M1 wires:
The bar under the picture is 20 um long.
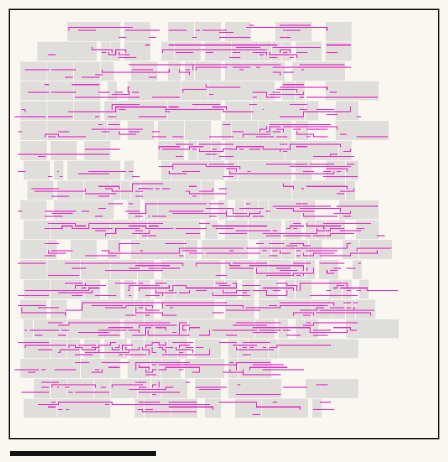
The metal 2 layer:
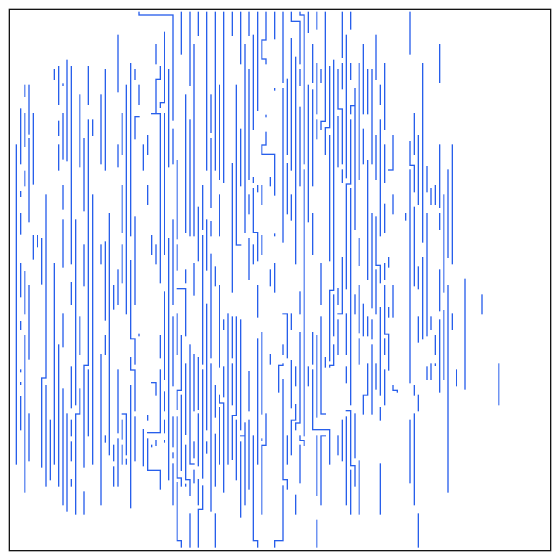
## src/rtl/register_arbiter_if.sv

```systemverilog
// -----------------------------------------------------------------------------
// register_arbiter_if
//
// Bundles the requester-side handshake and the shared-register write port of
// register_arbiter into one interface.
//
//   s_valid          [NUM_REQ]             per-requester write request
//   s_data           [NUM_REQ*WORD_WIDTH]  packed words, requester i at
//                                          [i*WORD_WIDTH +: WORD_WIDTH]
//   s_last           [NUM_REQ]             current beat ends the burst
//   s_ready          [NUM_REQ]             per-requester accept (one-hot or 0)
//   reg_clock_enable                       enable for the shared register
//   reg_data_in      [WORD_WIDTH]          data for the shared register
//   reg_owner        [OWNER_W]             requester that produced reg_data_in
//
// Modports:
//   master - requester side: drives the s_* request signals, observes the rest
//   slave  - arbiter side:   consumes requests, drives s_ready and reg_*
// -----------------------------------------------------------------------------
interface register_arbiter_if #(
  parameter int WORD_WIDTH = 8,
  parameter int NUM_REQ    = 4
);

  localparam int OWNER_W = (NUM_REQ > 1) ? $clog2(NUM_REQ) : 1;

  logic [NUM_REQ-1:0]            s_valid;
  logic [NUM_REQ*WORD_WIDTH-1:0] s_data;
  logic [NUM_REQ-1:0]            s_last;
  logic [NUM_REQ-1:0]            s_ready;
  logic                          reg_clock_enable;
  logic [WORD_WIDTH-1:0]         reg_data_in;
  logic [OWNER_W-1:0]            reg_owner;

  modport master (
    output s_valid,
    output s_data,
    output s_last,
    input  s_ready,
    input  reg_clock_enable,
    input  reg_data_in,
    input  reg_owner
  );

  modport slave (
    input  s_valid,
    input  s_data,
    input  s_last,
    output s_ready,
    output reg_clock_enable,
    output reg_data_in,
    output reg_owner
  );

endinterface : register_arbiter_if

```

## src/rtl/register_arbiter.sv

```systemverilog
// -----------------------------------------------------------------------------
// register_arbiter
//
// Shares one downstream register between NUM_REQ requesters. A requester is
// picked round-robin while IDLE, then owns the register (LOCKED) until it
// sends a beat flagged s_last or until MAX_BURST beats have been transferred.
// Every accepted beat is registered onto reg_data_in / reg_owner together
// with a one-cycle reg_clock_enable pulse.
//
// Ports:
//   clock  - single clock, all state updates on the rising edge
//   reset  - synchronous, active-high reset
//   bus    - register_arbiter_if.slave (s_valid/s_data/s_last in,
//            s_ready/reg_clock_enable/reg_data_in/reg_owner out)
//
// Parameters:
//   WORD_WIDTH - width of each data word
//   NUM_REQ    - number of requesters (2..16)
//   MAX_BURST  - beats per grant before the grant is forcibly released (1..255)
// -----------------------------------------------------------------------------
module register_arbiter #(
  parameter int WORD_WIDTH = 8,
  parameter int NUM_REQ    = 4,
  parameter int MAX_BURST  = 4
) (
  input  logic                clock,
  input  logic                reset,
  register_arbiter_if.slave   bus
);

  localparam int OWNER_W = $clog2(NUM_REQ);

  typedef logic [OWNER_W-1:0] owner_t;

  typedef enum logic {
    IDLE   = 1'b0,
    LOCKED = 1'b1
  } state_t;

  localparam logic [7:0] MAX_BURST_C = 8'(MAX_BURST);

  // ---------------------------------------------------------------------------
  // State
  // ---------------------------------------------------------------------------
  state_t                state_q,     state_d;
  owner_t                rr_ptr_q,    rr_ptr_d;
  owner_t                grant_q,     grant_d;
  logic [7:0]            beat_cnt_q,  beat_cnt_d;
  logic                  reg_ce_q,    reg_ce_d;
  logic [WORD_WIDTH-1:0] reg_data_q,  reg_data_d;
  owner_t                reg_owner_q, reg_owner_d;

  // ---------------------------------------------------------------------------
  // Round-robin search: first requester with s_valid high, starting at
  // rr_ptr_q and wrapping past NUM_REQ-1 back to 0.
  // ---------------------------------------------------------------------------
  logic        found;
  owner_t      winner;
  int unsigned scan_idx;
  owner_t      scan_sel;

  // NOTE: every variable written in a combinational block gets a default at
  // the top; a path that leaves one unassigned would infer a latch.
  always_comb begin
    found    = 1'b0;
    winner   = '0;
    scan_idx = 0;
    scan_sel = '0;
    for (int k = 0; k < NUM_REQ; k++) begin
      scan_idx = int'(rr_ptr_q) + k;
      if (scan_idx >= NUM_REQ) begin
        scan_idx = scan_idx - NUM_REQ;
      end
      scan_sel = owner_t'(scan_idx);
      if (!found && bus.s_valid[scan_sel]) begin
        found  = 1'b1;
        winner = scan_sel;
      end
    end
  end

  // ---------------------------------------------------------------------------
  // Owner-side view. Non-granted requesters are never looked at while LOCKED.
  // ---------------------------------------------------------------------------
  logic                  gnt_valid;
  logic                  gnt_last;
  logic [WORD_WIDTH-1:0] gnt_data;
  logic                  xfer;
  logic [7:0]            beat_cnt_inc;
  logic                  burst_done;
  owner_t                rr_next;

  assign gnt_valid    = bus.s_valid[grant_q];
  assign gnt_last     = bus.s_last[grant_q];
  assign gnt_data     = bus.s_data[int'(grant_q)*WORD_WIDTH +: WORD_WIDTH];

  // s_ready[grant_q] is high exactly when LOCKED, so the handshake reduces to
  // the owner's valid while LOCKED.
  assign xfer         = (state_q == LOCKED) && gnt_valid;

  assign beat_cnt_inc = beat_cnt_q + 8'd1;

  // Release on an explicit last beat or on the beat that reaches MAX_BURST.
  assign burst_done   = gnt_last || (beat_cnt_inc == MAX_BURST_C);

  assign rr_next      = (int'(grant_q) == NUM_REQ - 1) ? '0 : grant_q + 1'b1;

  // ---------------------------------------------------------------------------
  // FSM: state register
  // ---------------------------------------------------------------------------
  // NOTE: all sequential state uses non-blocking assignments so every
  // register samples pre-edge values regardless of block ordering.
  always_ff @(posedge clock) begin
    if (reset) begin
      state_q <= IDLE;
    end else begin
      state_q <= state_d;
    end
  end

  // ---------------------------------------------------------------------------
  // FSM: next-state logic. The release edge always goes to IDLE, so the next
  // grant is decided in the following IDLE cycle, never in the release cycle.
  // ---------------------------------------------------------------------------
  always_comb begin
    state_d = state_q;
    unique case (state_q)
      IDLE: begin
        if (found) begin
          state_d = LOCKED;
        end
      end
      LOCKED: begin
        if (xfer && burst_done) begin
          state_d = IDLE;
        end
      end
      default: state_d = IDLE;
    endcase
  end

  // ---------------------------------------------------------------------------
  // FSM: output logic. Only the owner sees ready, and only while LOCKED; the
  // cycle after a reset edge is IDLE, so ready drops with reset.
  // ---------------------------------------------------------------------------
  logic [NUM_REQ-1:0] s_ready_c;

  always_comb begin
    s_ready_c = '0;
    if (state_q == LOCKED) begin
      s_ready_c[grant_q] = 1'b1;
    end
  end

  assign bus.s_ready = s_ready_c;

  // ---------------------------------------------------------------------------
  // Datapath next-state: grant capture, beat counting, pointer advance and
  // the shared-register write port.
  // ---------------------------------------------------------------------------
  always_comb begin
    rr_ptr_d    = rr_ptr_q;
    grant_d     = grant_q;
    beat_cnt_d  = beat_cnt_q;
    reg_ce_d    = 1'b0;
    reg_data_d  = reg_data_q;
    reg_owner_d = reg_owner_q;

    if ((state_q == IDLE) && found) begin
      grant_d    = winner;
      beat_cnt_d = '0;
    end

    if (xfer) begin
      reg_ce_d    = 1'b1;
      reg_data_d  = gnt_data;
      reg_owner_d = grant_q;
      beat_cnt_d  = beat_cnt_inc;
      if (burst_done) begin
        rr_ptr_d = rr_next;
      end
    end
  end

  // NOTE: reset is synchronous and wins over a handshake on the same edge;
  // every register here is control or visible output, so all of them reset.
  always_ff @(posedge clock) begin
    if (reset) begin
      rr_ptr_q    <= '0;
      grant_q     <= '0;
      beat_cnt_q  <= '0;
      reg_ce_q    <= 1'b0;
      reg_data_q  <= '0;
      reg_owner_q <= '0;
    end else begin
      rr_ptr_q    <= rr_ptr_d;
      grant_q     <= grant_d;
      beat_cnt_q  <= beat_cnt_d;
      reg_ce_q    <= reg_ce_d;
      reg_data_q  <= reg_data_d;
      reg_owner_q <= reg_owner_d;
    end
  end

  assign bus.reg_clock_enable = reg_ce_q;
  assign bus.reg_data_in      = reg_data_q;
  assign bus.reg_owner        = reg_owner_q;

endmodule : register_arbiter

```

## src/flat_wrapper.sv

```systemverilog
// flat-port wrapper written by rule: the top's interface ports become plain ports
module register_arbiter_flat 
#(
  parameter int WORD_WIDTH = 8,
  parameter int NUM_REQ    = 4,
  parameter int MAX_BURST  = 4
)
  (clock, reset, bus_s_valid, bus_s_data, bus_s_last, bus_s_ready, bus_reg_clock_enable, bus_reg_data_in, bus_reg_owner);
  register_arbiter_if #(.WORD_WIDTH(WORD_WIDTH), .NUM_REQ(NUM_REQ)) bus_i ();
  input  logic clock;
  input  logic reset;
  input wire logic [$bits(bus_i.s_valid)-1:0] bus_s_valid;
  input wire logic [$bits(bus_i.s_data)-1:0] bus_s_data;
  input wire logic [$bits(bus_i.s_last)-1:0] bus_s_last;
  output wire logic [$bits(bus_i.s_ready)-1:0] bus_s_ready;
  output wire logic [$bits(bus_i.reg_clock_enable)-1:0] bus_reg_clock_enable;
  output wire logic [$bits(bus_i.reg_data_in)-1:0] bus_reg_data_in;
  output wire logic [$bits(bus_i.reg_owner)-1:0] bus_reg_owner;
  assign bus_i.s_valid = bus_s_valid;
  assign bus_i.s_data = bus_s_data;
  assign bus_i.s_last = bus_s_last;
  assign bus_s_ready = bus_i.s_ready;
  assign bus_reg_clock_enable = bus_i.reg_clock_enable;
  assign bus_reg_data_in = bus_i.reg_data_in;
  assign bus_reg_owner = bus_i.reg_owner;
  register_arbiter #(.WORD_WIDTH(WORD_WIDTH), .NUM_REQ(NUM_REQ), .MAX_BURST(MAX_BURST)) u_core (.clock(clock), .reset(reset), .bus(bus_i));
endmodule
```

## config.mk

```make
export PLATFORM = sky130hd
export DESIGN_NAME = register_arbiter_flat
export DESIGN_NICKNAME = d
export VERILOG_FILES = /design/src/rtl/register_arbiter_if.sv /design/src/rtl/register_arbiter.sv /design/src/flat_wrapper.sv
export SDC_FILE = /design/constraint.sdc
export NUM_CORES = 1
export LEC_CHECK = 0
export CAP_MARGIN = 0
export CORE_UTILIZATION = 48
export CTS_BUF_LIST = sky130_fd_sc_hd__clkbuf_16
export DETAILED_ROUTE_END_ITERATION = 8
export GPL_ROUTABILITY_DRIVEN = 0
export GPL_TIMING_DRIVEN = 0
export PLACE_DENSITY = 0.95
export SYNTH_ARGS = -nofsm -noshare
export SYNTH_HDL_FRONTEND = slang
export SYNTH_SLANG_ARGS = --single-unit
```

## constraint.sdc

```tcl
create_clock -name clock -period 4.35 [get_ports clock]
set_clock_uncertainty 0.1 [all_clocks]
set_input_delay 0.435 -clock clock [delete_from_list [all_inputs] [get_ports clock]]
set_output_delay 0.435 -clock clock [all_outputs]
set_load 0.005 [all_outputs]
```

==> results.yml <==
# generated from flow reports
timing:
  hold_violations: 0
  rsz0062_at_grt: "no"
  setup_slack_ps: 1612
  setup_viol: 0
  max_freq_mhz: 365.2
  finalSetupTns_ps: 0
  layout_min_cycle_time_ps: 2738
  relSlewSlack_pct: 62.47
  maxSlewViolCount: 0
  tightest_slew_ps: 562.9
  fin_crit_sh_pct: 62.95
final_layout:
  nFillCells: 220
  final_cells: 276
  regArea_sq_um: 480.5
  n_all_buffers: 65
  buf_share_pct: 26.93
  n_all_inverters: 6
  comb_cells: 133
  nFlopsAndLatches: 24
  layout_top_cell: "clkdlybuf4s50_1"
  largest_class: "logic gates"
  clk_share_pct: 4.664
  lay_top_cells: "clkdlybuf4s50_1 (55), nand2_1 (29), dfxtp_1 (24)"
  syn_to_final_growth_pct: 46.07
  seq_share_pct: 21.32
  n_antenna_cell: 0
  nClkBuffers: 3
  logic_area_sq_um: 983.4
  drive_above_1_share_pct: 12.07
  comb_area_share_pct: 43.64
  nets: 281
placed_design:
  numPortBuffers: 55
  dp_cells: 272
  place_ws_ps: 1906
  dp_hpwl_mm: 3.286
critical_path:
  end_kind: "output port"
  worstPathArrival_ps: 2200
  cp-endpoint: "bus_s_ready[1]"
  crit_chain: "buf_1 > inv_1 > ha_1 > and2_1 > clkdlybuf4s50_1"
  crit_path_start_kind: "register"
  path_buffers: 3
  r2r-end: "u_core.rr_ptr_q[0]$_SDFFE_PP0P_"
  crit_fanout: 10
  cpPeakStageDelay_ps: 480
  critPathKind: "reg2out"
  cp_num_cells: 5
  r2r-start: "u_core.beat_cnt_q[0]$_SDFFE_PP0P_"
  worstPathRequired_ps: 3820
  rr_worst_depth: 6
  critical-path-top-delay-family: "buffers and inverters"
  crit_start: "u_core.grant_q[1]$_SDFFE_PP0P_"
  cp_slowest_cell: "buf_1"
  rrSetupSlack_ps: 2240
routing:
  firstDrtPassIters: 4
  drtAntennaViolNets: 0
  viasPerCell: 5.649
  dr_wl_met3_um: 212
  wl_met1_mm: 1.708
  drtIter0Drc: 90
  avgRoutedWirePerCell_um: 16.25
  drc_errors: 0
  dr.max_layer_used: "met4"
  wl_met2_mm: 2.517
clock_tree:
  cts_hold_buf: 0
  clk_pin_slew_ps: 70
  tritoncts: "yes"
  cts.repair.resized: 0
  numCtsBuffers: 3
  ctsLongestPathBuffers: 2
  post_cts_buffers: 0
  htree_levels: 1
  clockRootBuffer: "clkbuf_16"
  clk_latency_ps: 260
  cts.sinks: 24
pwr:
  seq-power_uw: 240
  pwr-share-clk_pct: 39.8
  ir_worst_vdd_mv: 0.2064
  comb_power_share_pct: 24.5
  p_comb_uw: 165
  p_int_uw: 506.7
  p_per_area_mw_per_mm2: 298.5
  p_switching_uw: 166.0
  largestPowerGroup: "the clock network"
  p_seq_share_pct: 35.7
  power_leakage_nw: 0.8309
  p_sw_share_pct: 24.67
  clk-power_uw: 268
die:
  taps: 44
  fp_util_pct: 50.53
  ios: 57
  fp.dieW_um: 58.69
  num_rows: 20
  coreArea_sq_mm: 0.003053
  die_h_um: 58.69
  design.die.area_sq_mm: 0.003445
synth:
  synth-xor-area-share_pct: 1.703
  common_cells: "nand2_1 (29), dfxtp_1 (24), a21oi_1 (20)"
  async_reset_ff_share_pct: 0
  ys_cells: 173
  ys_seq_share_pct: 31.14
  topCellsByArea: "dfxtp_1 (31%), mux4_2 (13%), nand2_1 (7.1%)"
  top_area_share_pct: 31.14
  yosys_area_sq_mm: 0.001543
  synth_cell_types: 44
  yosys.cell_count.top_type: "nand2_1"
  yosys_register_bits: 24
  adder_share_pct: 4.866
  muxShareOfSynthArea_pct: 16.71
  mappedNetlistArea_sq_mm: 0.001543
  synth_warnings: 0
  netlist_instances: 173
  aoi_share_pct: 16.87
  synth_top_cell_by_area: "dfxtp_1"
  synthSimpleGateAreaFrac_pct: 23.60
  fp_nets: 221
  syn_avg_cell_area_sq_um: 8.918
  top_logic_kind: "simple AND/OR/NAND/NOR gates"
  edf_count: 0
  ys.flop_type: "dfxtp_1"
flow_run:
  warnings: 30
  max-cap-violations: 0
hold_path:
  hold_path_class: "reg2reg"
  min_from: "u_core.bus.reg_data_in[3]$_SDFFE_PP0P_"
  hold_end: "u_core.bus.reg_data_in[3]$_SDFFE_PP0P_"
  hold_depth: 2
global_route:
  grt_max_degree: 15
  grt_pass1_vias: 1510
  grt.overflow.total: 0
  gr-usage-all-layers_pct: 27.74
  grt.busiest_layer: "met2"
  antenna_found_initial: 0
  met1_usage_pct: 32.40
  grt_use_met3_pct: 4.835
  grt_pass1_wl_mm: 7.058
  grtUsageMet2_pct: 51.72
run_status:
  outcome: "completed"
About 'M1 wires':
The longest straight run is 20.7 um. The layer carries 1710 um of wire. 257 nets have wire on it. The layer holds 38% of the routed length.
total number of vias: 1559
routed wire length: 4.486 mm

About 'the metal 2 layer':
The wires run mostly vertical. The longest straight run is 34.7 um. The layer carries 2520 um of wire. The layer holds 56% of the routed length. 254 nets have wire on it.

==> worst register-to-register path: stages, from the launching register on <==
cell and delay [ps]:
dfxtp_1 480, ha_1 340, nand3_1 180, xor2_1 170
nand3_1 110, o31a_4 310, mux2_4 300
==> through the flow <==
step | hold slack [ps] | area [sq um] | utilization, % | power [mW]
floorplan | 348.2 | 1543 | - | 0.3293
CTS | 359.6 | 2253 | 73.81 | 0.6707
global route | 383.3 | 2253 | 73.81 | 0.6947
detailed placement | 347.5 | 2148 | 70.37 | 0.4064
global placement | 337.8 | 2148 | 70.37 | 0.3971
finish | 356.5 | 2253 | 73.81 | 0.6727
Power figures rest on the tool's default switching activity, not on a simulated workload.
